**Metal layers overlaid**

Scale: 1.5 px per um. Only two layers are drawn.
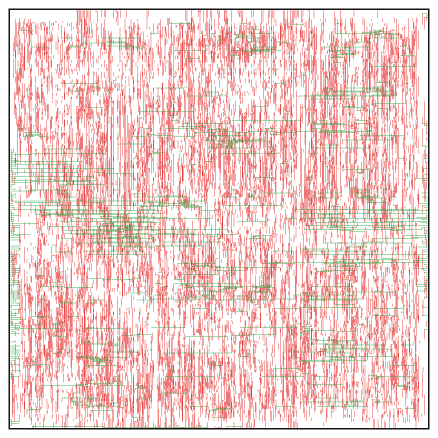
**Sizing map**

Scale: 1.5 px per um.
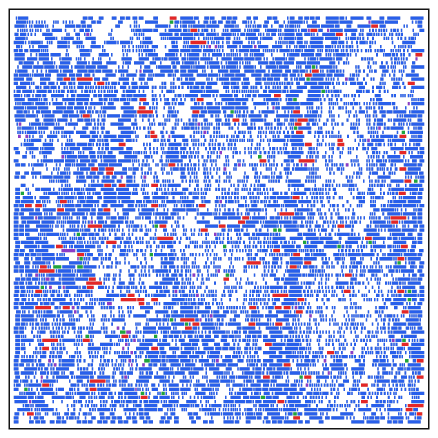
**Placed standard cells**

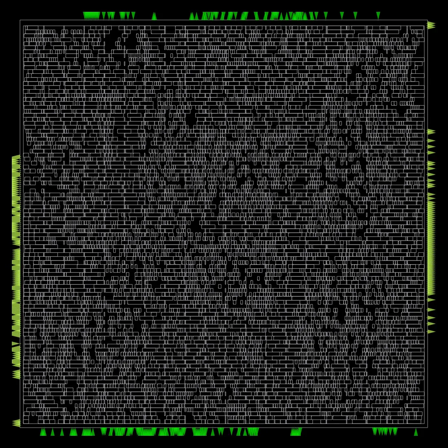
**Pin map**

Scale: 1.5 px per um. Pins as bars across the die edge, other pins in gray.
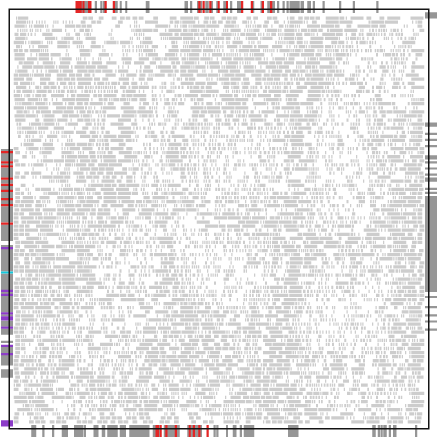
**Port wiring**

Scale: 1 px per um.
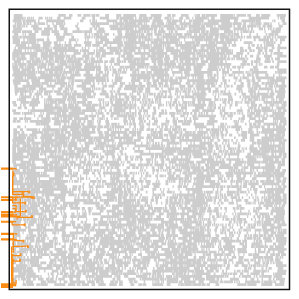
==> config.mk <==
export PLATFORM = sky130hd
export DESIGN_NAME = fc_data_mover_wb
export DESIGN_NICKNAME = d
export VERILOG_FILES = /design/src/rtl/fc_mover_pkg.sv /design/src/rtl/fc_mac_lane.sv /design/src/rtl/fc_data_mover_wb.sv
export SDC_FILE = /design/constraint.sdc
export NUM_CORES = 2
export LEC_CHECK = 0
export ABC_AREA = 1
export CAP_MARGIN = 40
export CORE_MARGIN = 2
export CORE_UTILIZATION = 60
export CTS_BUF_LIST = sky130_fd_sc_hd__clkbuf_4 sky130_fd_sc_hd__clkbuf_8
export DETAILED_ROUTE_END_ITERATION = 8
export MAX_ROUTING_LAYER = met4
export PLACE_DENSITY = 0.81
export SYNTH_ARGS = -nofsm -noshare
export SYNTH_HDL_FRONTEND = slang
export SYNTH_SLANG_ARGS = --single-unit
export TNS_END_PERCENT = 5
==> constraint.sdc <==
create_clock -name clk -period 22.8 [get_ports clk]
set_input_delay 4.56 -clock clk [delete_from_list [all_inputs] [get_ports clk]]
set_output_delay 4.56 -clock clk [all_outputs]
set_load 0.01 [all_outputs]
==> results.tsv <==
metric	value	unit
outcome	finished, final reports clean	
Top Layer Used	met4	
Seq/Total Area, Yosys	26.0	%
Top non-seq family	simple AND/OR/NAND/NOR gates	
hold slack	0.352	ns
HPWL after DPL	101000	um
most frequent cells in the layout	nand2_1, inv_1, a21oi_1	
clock-pin slew on the worst setup and hold paths	0.06	ns
area leader, netlist	dfrtp_1	
WL met1	57600	um
vias in the first global route	40900	
Sequential Area	11800	um2
worst clock skew	0.0596	ns
critical path type	input pin to flop	
largest net degree at the start of global routing	215	
simple-gate share of the synthesized area	27.3	%
DIE AREA	77700	um2
P&R area growth vs syn	13.8	%
layout cells sized above 1	3.63	%
post-layout period usage	39.8	%
Top FF cell, synth	dfrtp_1	
max incr delay on CP	0.55	ns
total negative slack	0	ns
CTS Root Cell	clkbuf_8	
Clock Latency Late Sink	0.75	ns
Net Sw Frac	52.6	%
Rows	100	
HP Class	flop to flop	
Placed Cells	7468	
Synth Instances	6329	
synthesized area	45300	um2
Syn. warnings	0	
Seq group	1.55	mW
Buf/Inv on CP	3	
worst hold path depth	0	
First-pass DRT Iterations	6	
FFs w/ async S/R, synth	100	%
Slew @ Worst Pin	1.14	ns
FP Util	60.7	%
Leak	27.7	nW
met3 WL	9230	um
initial drt markers	3178	
largest power group	combinational cells	
Commonest Layout Cell	nand2_1	
maximum capacitance violations	0	
CTS Buf Count	85	
crit-path max FO	9	
crit-path cells	clkdlybuf4s50_1 -> clkinv_1 -> or2_2 -> fa_1 -> fa_1 -> inv_1 -> fa_1 -> fa_1 -> fa_1 -> ha_1 -> a21oi_1 -> nand2_1 -> a21oi_1 -> o21ai_0 -> a21oi_1 -> nor2_1 -> nor2_1 -> xor2_1	
top area contributor share	26.0	%
Final Hold Vio Count	0	
Syn Area/Cell	7.15	um2
pwr dens	165	nW/um2
maximum VDD drop	0.000108	V
WL met2	58300	um
Final setup viols	0	
Clk pwr share	11.8	%
Slew HR	24.0	%
total global routing overflow	0	
placer congestion estimate	1.01	
Comb/total area	56.9	%
Pwr Total	8.50	mW
core area	74600	um2
final core utilization	69.1	%
XOR Share, Synth	2.46	%
Via density	5.50	
P_clk	999	uW
Non-clk invs	881	
initial antenna violation count	5	
met3 Use GR	5.86	%
ANT cells	5	
yosys aoi share	11.3	%
# Cells Yosys	6329	
P_sw	4.47	mW
Yosys cell types	43	
WP depth	18	
Layout clock area frac	4.15	%
Post-DP Area	49400	um2
nets	7420	
Critical Path AT	9.70	ns
# hold bufs at CTS	0	
CTS Buffer Depth	3	
max-slew violations	0	
mux frac, synth	0	%
Comb pwr share	70.0	%
MI comb area	29300	um2
Synthesized Nets	7163	
H-Tree Level Count	3	
reg2reg path depth	12	
Log Warnings	34	
drt drc	0	
critical path's slowest cell	clkdlybuf4s50_1	
most frequent CP cell	fa_1	
CP delay by family, top	adder cells	
most numerous cell in the Yosys netlist	nand2_1	
unrepaired setup endpoints after global routing	no	
global-route wire length before repair	209000	um
TritonCTS clock tree	done	
dpl ws	13.06	ns
post-cts repair resize count	0	
Max Clk Rate	0.110	GHz
P_comb	5.95	mW
cell type taking the most area	logic gates	
Synth top cells by count	nand2_1, inv_1, a21oi_1, dfrtp_1, nor2_1	
met2 Use GR	53.3	%
Post-CTS Setup Inserts	0	
Pint	4.03	mW
crit path launch type	input pin	
crit path DRT	23.42	ns
Post-synth regs	470	
ANT nets after route	0	
MI comb cells	4777	
Post-synth EDFFs	0	
sequential share of power	18.2	%
register-to-register setup slack	18.96	ns
clkbuf count	117	
grt met1 use	46.4	%
adder-cell share of the synthesized area	23.7	%
GRT Max-Usage Layer	met2	
fin crit period	9.08	ns
TritonCTS Sinks	470	
CP Capture Type	flop	
Final non-clock buffer share	7.31	%
Post-synth area hogs	dfrtp_1, nand2_1, fa_1	
synthesis area per yosys	45300	um2
-- 'metal layers overlaid' (at the start) --
Green is metal 3, wire length 9230 um. Red is metal 2, wire length 58.3 mm.
Routed wire per std cell: 16.8 um
via count: 42000
Post-Route WL: 128000 um
Total Routing Usage GR: 34.2%

-- 'sizing map' (at the start) --
Green is _3 and _4 cells, cells 42, most used buf_4. Red is _6 and larger, cells 129, most used clkbuf_8. Purple is _2 cells, cells 71, most used or2_2. Blue is _0 and _1 cells, cells 6417, most used nand2_1.
Signal buffers: 371
setup slack after layout: 13.72 ns
post-route cell area: 51500 um2

-- 'placed standard cells' (at the start) --
final non-filler cell total: 7633
flop share of the area: 22.8%
layout sequential cell count: 470
Tap Cells: 969
Filler Cells Inserted: 6527

-- 'pin map' (at the start) --
Purple is addr_b0, pins 12, direction output, edge left. Cyan is ce_b2, pins 1, direction output, edge left. Red is q_b0, pins 36, direction input, edge 18 top, 9 bottom, 9 left.
Die Ht: 279 um
Chip Width: 279 um

-- 'port wiring' (at the start) --
Orange is addr_b0, direction output, edge left, end cells 12, buffers 12, wire 454 um.
buffers added on ports: 350
I/O pin count: 351

Power figures rest on the tool's default switching activity, not on a simulated workload.
